## config.mk

```make
export PLATFORM = sky130hd
export DESIGN_NAME = friscv_cache_wr_upsizer
export DESIGN_NICKNAME = d
export VERILOG_FILES = /design/src/rtl/friscv_cache_wr_upsizer.sv
export SDC_FILE = /design/constraint.sdc
export NUM_CORES = 1
export LEC_CHECK = 0
export CORE_AREA = 3 3 170 172
export CTS_BUF_LIST = sky130_fd_sc_hd__clkbuf_8
export DETAILED_ROUTE_END_ITERATION = 16
export DIE_AREA = 0 0 173 175
export GPL_ROUTABILITY_DRIVEN = 1
export HOLD_SLACK_MARGIN = 0.12
export PLACE_DENSITY = 0.61
export SLEW_MARGIN = 40
export SYNTH_ARGS = -nofsm -noshare
export SYNTH_HDL_FRONTEND = slang
export SYNTH_SLANG_ARGS = --single-unit
```

## constraint.sdc

```tcl
create_clock -name aclk -period 4.1 [get_ports aclk]
set_clock_uncertainty 0.1 [all_clocks]
set_input_delay 1.23 -clock aclk [delete_from_list [all_inputs] [get_ports aclk]]
set_output_delay 1.23 -clock aclk [all_outputs]
set_load 0.01 [all_outputs]
```

## src/rtl/friscv_cache_wr_upsizer.sv

```systemverilog
// rtl/friscv_cache_wr_upsizer.sv - XLEN-to-AXI_DATA_W single-beat write upsizer with AW/W join and B buffer
module friscv_cache_wr_upsizer #(
  parameter int XLEN        = 32,
  parameter int AXI_ADDR_W  = 32,
  parameter int AXI_ID_W    = 8,
  parameter int AXI_DATA_W  = 128,
  parameter int OSTDREQ_NUM = 4
) (
  input  logic                    aclk,
  input  logic                    aresetn,
  // slave write address
  input  logic                    slv_awvalid,
  output logic                    slv_awready,
  input  logic [AXI_ADDR_W-1:0]   slv_awaddr,
  input  logic [2:0]              slv_awprot,
  input  logic [AXI_ID_W-1:0]     slv_awid,
  // slave write data
  input  logic                    slv_wvalid,
  output logic                    slv_wready,
  input  logic [XLEN-1:0]         slv_wdata,
  input  logic [XLEN/8-1:0]       slv_wstrb,
  // slave write response
  output logic                    slv_bvalid,
  input  logic                    slv_bready,
  output logic [AXI_ID_W-1:0]     slv_bid,
  output logic [1:0]              slv_bresp,
  // master write address
  output logic                    mst_awvalid,
  input  logic                    mst_awready,
  output logic [AXI_ADDR_W-1:0]   mst_awaddr,
  output logic [2:0]              mst_awprot,
  output logic [AXI_ID_W-1:0]     mst_awid,
  // master write data
  output logic                    mst_wvalid,
  input  logic                    mst_wready,
  output logic [AXI_DATA_W-1:0]   mst_wdata,
  output logic [AXI_DATA_W/8-1:0] mst_wstrb,
  output logic                    mst_wlast,
  // master write response
  input  logic                    mst_bvalid,
  output logic                    mst_bready,
  input  logic [AXI_ID_W-1:0]     mst_bid,
  input  logic [1:0]              mst_bresp
);

  localparam int SLV_STRB_W = XLEN / 8;
  localparam int MST_STRB_W = AXI_DATA_W / 8;
  localparam int RATIO      = AXI_DATA_W / XLEN;
  // Address bits selecting the byte offset of the XLEN lane inside the wide beat;
  // zero when the widths match so the strobes stay in place.
  localparam logic [AXI_ADDR_W-1:0] LANE_BYTE_MASK = AXI_ADDR_W'((RATIO - 1) * SLV_STRB_W);
  localparam logic [7:0]            OSTD_MAX       = 8'(OSTDREQ_NUM);

  // entry registers
  logic                    aw_full_q, aw_full_d;
  logic [AXI_ADDR_W-1:0]   aw_addr_q, aw_addr_d;
  logic [2:0]              aw_prot_q, aw_prot_d;
  logic [AXI_ID_W-1:0]     aw_id_q, aw_id_d;
  logic                    w_full_q, w_full_d;
  logic [XLEN-1:0]         w_data_q, w_data_d;
  logic [SLV_STRB_W-1:0]   w_strb_q, w_strb_d;
  // master output registers
  logic                    mst_awvalid_q, mst_awvalid_d;
  logic [AXI_ADDR_W-1:0]   mst_awaddr_q, mst_awaddr_d;
  logic [2:0]              mst_awprot_q, mst_awprot_d;
  logic [AXI_ID_W-1:0]     mst_awid_q, mst_awid_d;
  logic                    mst_wvalid_q, mst_wvalid_d;
  logic [AXI_DATA_W-1:0]   mst_wdata_q, mst_wdata_d;
  logic [MST_STRB_W-1:0]   mst_wstrb_q, mst_wstrb_d;
  // response buffer and outstanding counter
  logic                    b_full_q, b_full_d;
  logic [AXI_ID_W-1:0]     b_id_q, b_id_d;
  logic [1:0]              b_resp_q, b_resp_d;
  logic [7:0]              ostd_cnt_q, ostd_cnt_d;

  logic                    join_w;
  logic                    aw_hs;
  logic                    w_hs;
  logic                    b_load;
  logic                    b_unload;
  logic [AXI_ADDR_W-1:0]   lane_byte;

  // Handshakes, AW/W join, lane steering and next-state for every register
  always_comb begin
    join_w      = aw_full_q & w_full_q & ~mst_awvalid_q & ~mst_wvalid_q;
    slv_awready = (~aw_full_q | join_w) & (ostd_cnt_q < OSTD_MAX);
    slv_wready  = ~w_full_q | join_w;
    mst_bready  = ~b_full_q | slv_bready;
    aw_hs       = slv_awvalid & slv_awready;
    w_hs        = slv_wvalid & slv_wready;
    b_load      = mst_bvalid & mst_bready;
    b_unload    = b_full_q & slv_bready;
    lane_byte   = aw_addr_q & LANE_BYTE_MASK;

    // Entries empty on join unless a new request lands in the same cycle.
    aw_full_d = aw_hs | (aw_full_q & ~join_w);
    aw_addr_d = aw_hs ? slv_awaddr : aw_addr_q;
    aw_prot_d = aw_hs ? slv_awprot : aw_prot_q;
    aw_id_d   = aw_hs ? slv_awid   : aw_id_q;
    w_full_d  = w_hs | (w_full_q & ~join_w);
    w_data_d  = w_hs ? slv_wdata : w_data_q;
    w_strb_d  = w_hs ? slv_wstrb : w_strb_q;

    // Outputs only load when both channels are idle, so a stalled beat stays stable.
    mst_awvalid_d = join_w | (mst_awvalid_q & ~mst_awready);
    mst_wvalid_d  = join_w | (mst_wvalid_q & ~mst_wready);
    mst_awaddr_d  = join_w ? aw_addr_q : mst_awaddr_q;
    mst_awprot_d  = join_w ? aw_prot_q : mst_awprot_q;
    mst_awid_d    = join_w ? aw_id_q   : mst_awid_q;
    mst_wdata_d   = join_w ? {RATIO{w_data_q}} : mst_wdata_q;
    mst_wstrb_d   = join_w ? (MST_STRB_W'(w_strb_q) << lane_byte) : mst_wstrb_q;

    // A load and unload together keeps the buffer full with the newer response.
    b_full_d = b_load | (b_full_q & ~slv_bready);
    b_id_d   = b_load ? mst_bid   : b_id_q;
    b_resp_d = b_load ? mst_bresp : b_resp_q;

    ostd_cnt_d = ostd_cnt_q;
    if (aw_hs && !b_unload) begin
      ostd_cnt_d = ostd_cnt_q + 8'd1;
    end else if (!aw_hs && b_unload) begin
      ostd_cnt_d = ostd_cnt_q - 8'd1;
    end
  end

  // State registers; reset drops every in-flight request
  always_ff @(posedge aclk) begin
    if (!aresetn) begin
      aw_full_q     <= 1'b0;
      aw_addr_q     <= '0;
      aw_prot_q     <= '0;
      aw_id_q       <= '0;
      w_full_q      <= 1'b0;
      w_data_q      <= '0;
      w_strb_q      <= '0;
      mst_awvalid_q <= 1'b0;
      mst_awaddr_q  <= '0;
      mst_awprot_q  <= '0;
      mst_awid_q    <= '0;
      mst_wvalid_q  <= 1'b0;
      mst_wdata_q   <= '0;
      mst_wstrb_q   <= '0;
      b_full_q      <= 1'b0;
      b_id_q        <= '0;
      b_resp_q      <= '0;
      ostd_cnt_q    <= '0;
    end else begin
      aw_full_q     <= aw_full_d;
      aw_addr_q     <= aw_addr_d;
      aw_prot_q     <= aw_prot_d;
      aw_id_q       <= aw_id_d;
      w_full_q      <= w_full_d;
      w_data_q      <= w_data_d;
      w_strb_q      <= w_strb_d;
      mst_awvalid_q <= mst_awvalid_d;
      mst_awaddr_q  <= mst_awaddr_d;
      mst_awprot_q  <= mst_awprot_d;
      mst_awid_q    <= mst_awid_d;
      mst_wvalid_q  <= mst_wvalid_d;
      mst_wdata_q   <= mst_wdata_d;
      mst_wstrb_q   <= mst_wstrb_d;
      b_full_q      <= b_full_d;
      b_id_q        <= b_id_d;
      b_resp_q      <= b_resp_d;
      ostd_cnt_q    <= ostd_cnt_d;
    end
  end

  assign mst_awvalid = mst_awvalid_q;
  assign mst_awaddr  = mst_awaddr_q;
  assign mst_awprot  = mst_awprot_q;
  assign mst_awid    = mst_awid_q;
  assign mst_wvalid  = mst_wvalid_q;
  assign mst_wdata   = mst_wdata_q;
  assign mst_wstrb   = mst_wstrb_q;
  assign mst_wlast   = 1'b1;
  assign slv_bvalid  = b_full_q;
  assign slv_bid     = b_id_q;
  assign slv_bresp   = b_resp_q;

endmodule

```

**Run 1: gate families picked out**

(1.5 px per µm)
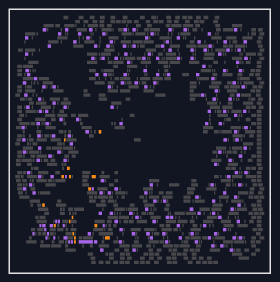
colour	family	cells	where
purple	aoi and oai cells	200	all over the die
orange	nor cells	16	lower left
leading cell type in the layout, fill and taps excluded: sky130_fd_sc_hd__nand2_1
share of the final layout cell area in multi-input gates: 30.1%
number of cells in the finished layout apart from fillers: 1542

**Run 1: clock routing**

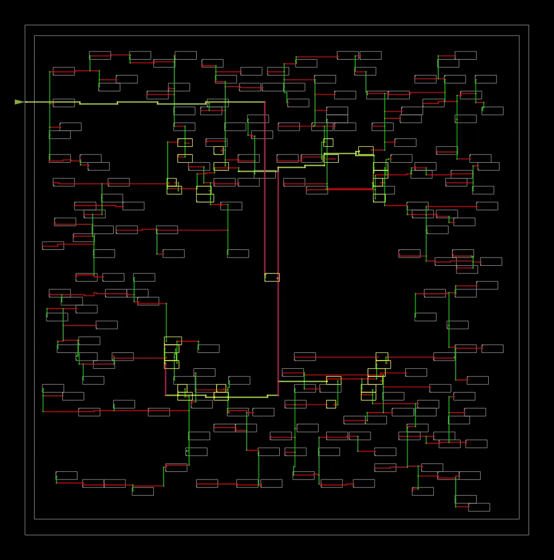
clk_lat worst skew: 440 ps
flip-flop and latch count: 193

**Run 1: power grid**

(2 px per µm) Pins as bars on the die edge.
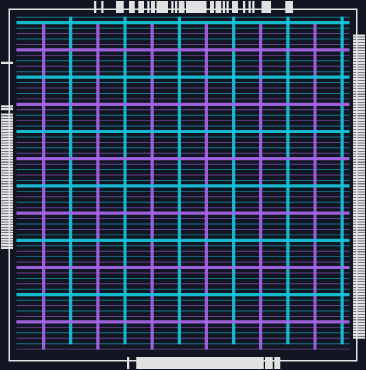
colour	net
purple	VSS
cyan	VDD
met1 rails	62
met5 straps	12
met4 straps	12
rows	61
signal pins	301
vertical die dimension: 175 µm
Max IR drop VDD: 0.000223 V
die span in x: 173 µm
core region area: 27600 µm²

==> flow_metrics.rpt, run 1 <==
=== SYNTHESIS / PLACE & ROUTE SUMMARY ===
----------------------------------------------------
[Yosys]
  Library cell occupying the most area in the post-synthesis netlist ........................ sky130_fd_sc_hd__dfxtp_1
  Flip-flops with a built-in enable ........................ 0
  Count leader, synth ........................ sky130_fd_sc_hd__nand2_1
  Unique masters post-synth ........................ 40
  Cell count listed in synth_stat.txt ........................ 983
  XOR/XNOR share of the synthesized area ........................ 0.426%
  Net Count, Synth ........................ 1088
  Main logic family after synthesis ........................ simple AND/OR/NAND/NOR gates
  Share of flip-flops with an asynchronous set or reset ........................ 0%
  Number of cells produced by synthesis ........................ 983
  Fraction of synthesized cell area taken by the top area cell type ........................ 46.9%
  Area fraction in full adders, half adders and majority gates ........................ 1.31%
  Count of state elements after synthesis ........................ 193

[Setup path]
  Critical path required time ........................ 2770 ps
  Slack of the worst reg-to-reg path ........................ 650 ps
  Peak per-stage delay on the critical path ........................ 610 ps
  Worst setup SP type ........................ register
  Setup Crit Path Kind ........................ reg -> out
  Worst path arrival time ........................ 2370 ps
  Critical-path cell with the highest stage delay ........................ sky130_fd_sc_hd__clkdlybuf4s50_1

[Clock tree]
  Root Driver ........................ sky130_fd_sc_hd__clkbuf_8
  Number of gates resized after CTS ........................ 0
  Total number of H-tree levels ........................ 4
  Hold-fix buffers, CTS ........................ 0
  CTS tree ........................ done
  TritonCTS buffer count ........................ 17

[GRT]
  Maximum number of pins on one net before global-route repair ........................ 94

[Pwr]
  Power in the clock group ........................ 0.00126 W
  Clk network pwr share ........................ 27.4%
  Biggest power consumer among the groups ........................ sequential cells

[Routing]
  Post-detailed-routing wire length ........................ 22200 µm
  Count of TritonRoute iterations in the first routing pass ........................ 4
  Via count normalized by instance count ........................ 4.40
  DRC violations left ........................ 0

[Final layout]
  Final design utilization ........................ 40.6%

[Timing]
  Setup repair after global routing missed its margin ........................ no
  Final number of setup-violating endpoints ........................ 0
  Final Cycle Share ........................ 90.3%
  Total negative setup slack ........................ 0 ps
  Final Slew Violations ........................ 0

[Place]
  Post-place setup slack ........................ 254 ps

[Floorplan]
  Floorplan Utilization ........................ 29.8%
  Standard-cell row count ........................ 61
  Boundary Pins ........................ 301
  Chip area ........................ 30300 µm²

[Worst hold path]
  Path class of the lowest-slack min-delay path ........................ reg -> reg

[Status]
  Run status ........................ complete, no violations

----------------------------------------------------
-- run 1: cell usage in the layout, fill, tap and decap left out, drive strengths merged, types with 3 or more instances in the layout --
cell type and n:
nand2 348, clkdlybuf4s50 298, dfxtp 193, a21boi 182
nand3 24, clkbuf 19, buf 11, a21oi 9
inv 9, ha 7, clkinv 7, nor2b 6
and2 5, o21ai 5, nor3 5, nand4 4
nor2 4, nand2b 3
-- run 1: registers in the layout, summed over array words and instances, names as in the netlist, 4 cells and up --
name / cells
mst_awid: 8
w_data_q: 32
ostd_cnt_q: 8
aw_id_q: 8
mst_wdata: 32
w_strb_q: 4
aw_addr_q: 32
mst_awaddr: 32
mst_wstrb: 16
slv_bid: 8
-- run 1: critical path, delay by kind of cell, from the launching register on --
family / cells / cell delay (ps)
flip-flops: 1 / 470
AND/OR/NAND/NOR: 1 / 320
AND-OR/OR-AND: 1 / 520
buffers and inverters: 1 / 610
-- run 1: path summary, 6_finish.rpt --
| kind | from | to | depth (start not counted) |
|---|---|---|---|
| max | aw_full_q | slv_awready | 3 |
| min | aw_prot_q[0] | aw_prot_q[0] | 2 |
| max reg2reg | aw_full_q | ostd_cnt_q[5] | 12 |
| min reg2reg | aw_prot_q[0] | aw_prot_q[0] | 2 |
-- run 1: per-layer routing --
metal / GRT usage (%) / routed length, µm / vias up / part of all wire [%]
li1: - / - / 3420 / -
met1: 17.0 / 9680 / 3162 / 44
met2: 25.4 / 10900 / 186 / 49
met3: 4.52 / 1460 / 12 / 6.6
met4: 3.51 / 240 / 0 / 1.1
met5: 0 / 0 / - / 0
-- run 1: area by class of cell --
class                   instances  area (µm²)
inverters                       3        12.5
clock buffers                  19         262
flip-flops and latches        193        3860
multi-input cells             627        3380
clock inverters                13         144
fillers                      2855       16400
repair buffers                309        3080
well taps                     378         473
**Run 1: routed metal, one colour a layer**

(3 px per µm)
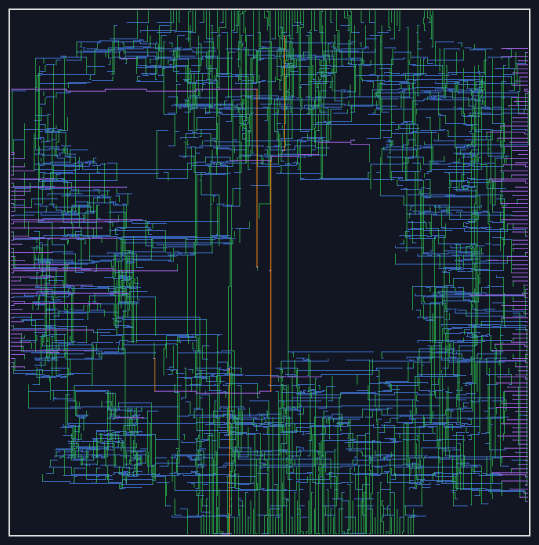

==> inputs of run 2 (changes only) <==
--- a/config.mk
+++ b/config.mk
@@ -5,10 +5,10 @@
 export SDC_FILE = /design/constraint.sdc
 export NUM_CORES = 1
 export LEC_CHECK = 0
-export CORE_AREA = 3 3 170 172
+export CORE_AREA = 5 5 172 174
 export CTS_BUF_LIST = sky130_fd_sc_hd__clkbuf_8
 export DETAILED_ROUTE_END_ITERATION = 16
-export DIE_AREA = 0 0 173 175
+export DIE_AREA = 0 0 177 179
 export GPL_ROUTABILITY_DRIVEN = 1
 export HOLD_SLACK_MARGIN = 0.12
 export PLACE_DENSITY = 0.61
**Run 2: routed metal, one colour a layer**

(3 px per µm)
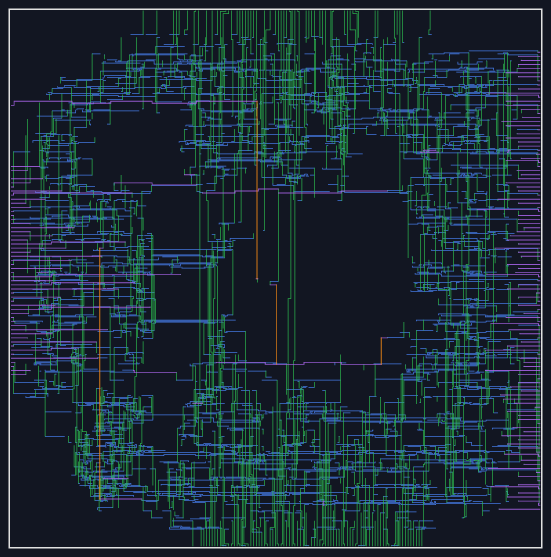
colour	layer	wire length
green	metal 2	11300 µm
orange	metal 4	178 µm
blue	metal 1	9420 µm
purple	metal 3	1820 µm
routed via count: 6742
Avg WL per Cell: 14.7 µm
post-detailed-routing wire length: 22700 µm
GRT Util Overall: 13.8%

==> run 2 against run 1 <==
Synthesized area stayed put. Utilization barely moved. Sequential cell count unchanged. Cell area is essentially flat. Non-clock buffer count up 2. Register-to-register slack about the same. Critical endpoint unchanged. Highest routed layer unchanged.
==> flow_metrics.rpt, run 2 <==
=== SYNTHESIS / PLACE & ROUTE SUMMARY ===
----------------------------------------------------
[Final layout]
  Non-clk buf share ........................ 27.7%
  Number of fill cells ........................ 2847
  Sequential fraction of total cell area ........................ 34.4%
  Buffer count excluding the clock tree in the final layout ........................ 311
  Final design utilization ........................ 40.6%
  Flip-flop and latch count ........................ 193
  Count of multi-input combinational gates ........................ 627
  Leading cell type in the layout, fill and taps excluded ........................ sky130_fd_sc_hd__nand2_1
  Top Layout Cells ........................ sky130_fd_sc_hd__nand2_1, sky130_fd_sc_hd__clkdlybuf4s50_1, sky130_fd_sc_hd__dfxtp_1
  Largest class ........................ flip-flops and latches

[GRT]
  Maximum number of pins on one net before global-route repair ........................ 103

[Clock tree]
  Clk_lat worst skew ........................ 440 ps
  Total number of H-tree levels ........................ 4
  CTS tree ........................ done
  Number of gates resized after CTS ........................ 0
  Root Driver ........................ sky130_fd_sc_hd__clkbuf_8
  TritonCTS buffer count ........................ 17

[Floorplan]
  Die span in x ........................ 177 µm
  TAP cells ........................ 378
  Chip area ........................ 31700 µm²
  Boundary Pins ........................ 301
  Standard-cell row count ........................ 61

[Timing]
  Setup repair after global routing missed its margin ........................ no
  Final Slew Violations ........................ 0
  Total negative setup slack ........................ 0 ps

[Routing]
  DRC violations left ........................ 0
  Via count normalized by instance count ........................ 4.37

[Pwr]
  Max IR drop VDD ........................ 0.000219 V

[Yosys]
  Share of flip-flops with an asynchronous set or reset ........................ 0%
  Count of state elements after synthesis ........................ 193
  Cell count listed in synth_stat.txt ........................ 983
  Flip-flops with a built-in enable ........................ 0
  Unique masters post-synth ........................ 40
  Fraction of synthesized cell area taken by the top area cell type ........................ 46.9%
  Number of cells produced by synthesis ........................ 983
  Library cell occupying the most area in the post-synthesis netlist ........................ sky130_fd_sc_hd__dfxtp_1

[Setup path]
  Crit path buf inv count ........................ 1
  Critical-path cell with the highest stage delay ........................ sky130_fd_sc_hd__clkdlybuf4s50_1
  Peak per-stage delay on the critical path ........................ 620 ps
  Critical path required time ........................ 2770 ps
  Worst path top cell family by delay ........................ buffers and inverters
  Setup Crit Path Kind ........................ reg -> out
  Launching element of the worst setup path ........................ ostd_cnt_q[7]
  Worst setup SP type ........................ register
  Reg-to-Reg Start ........................ ostd_cnt_q[7]

[Status]
  Run status ........................ complete, no violations

[Worst hold path]
  Startpoint of the lowest-slack hold path ........................ w_data_q[5]
  Path class of the lowest-slack min-delay path ........................ reg -> reg

----------------------------------------------------
-- run 2: path summary, 6_finish.rpt --
check                        end  slack [ps]  cells past startpoint
setup / recovery     slv_awready         400                      3
hold / removal    mst_wdata[101]         350                      2
setup reg to reg   ostd_cnt_q[5]         640                     12
hold reg to reg   mst_wdata[101]         350                      2
-- run 2: worst min-delay path, stage by stage (launching register included) --
cell and delay [ps]:
sky130_fd_sc_hd__dfxtp_1 320, sky130_fd_sc_hd__nand2_1 50, sky130_fd_sc_hd__a21boi_0 60
-- run 2: cells by family after synthesis --
logic type	after synthesis	synth area share (%)
fa+ha+maj	8	1.31
xor+xnor	4	0.426
simple gates	408	20.3
mux	2	0.243
other cells	1	0.0456
flops	193	46.9
compound gates	204	18.5
buf+inv	163	12.3
-- run 2: metal layers --
| metal | routed length [µm] | GRT usage (%) | up-vias |
|---|---|---|---|
| met2 | 11300 | 24.8 | 198 |
| met4 | 178 | 2.55 | 0 |
| met5 | 0 | 0 | - |
| met3 | 1820 | 4.64 | 8 |
| li1 | - | - | 3425 |
| met1 | 9420 | 16.0 | 3111 |
-- run 2: through the flow --
| step | total power (W) | instances | instance area (µm²) | worst slack (ps) |
|---|---|---|---|---|
| floorplan | 0.00302 | 983 | 8230 | 596 |
| global placement | 0.00341 | 1512 | 10800 | 320 |
| detailed placement | 0.00344 | 1512 | 10800 | 234 |
| CTS | 0.00467 | 1544 | 11200 | 332 |
| global route | 0.00488 | 1544 | 11200 | 283 |
| finish | 0.00458 | 1544 | 11200 | 398 |
-- run 2: power breakdown --
part / switching, W / total, W / internal, W
registers: 0.000141 / 0.00221 / 0.00207
logic: 0.000659 / 0.00117 / 0.000507
clock network: 0.000744 / 0.00120 / 0.000461
total: 0.00154 / 0.00458 / 0.00304
No activity file was given, so power comes from the tool's default toggle rates.
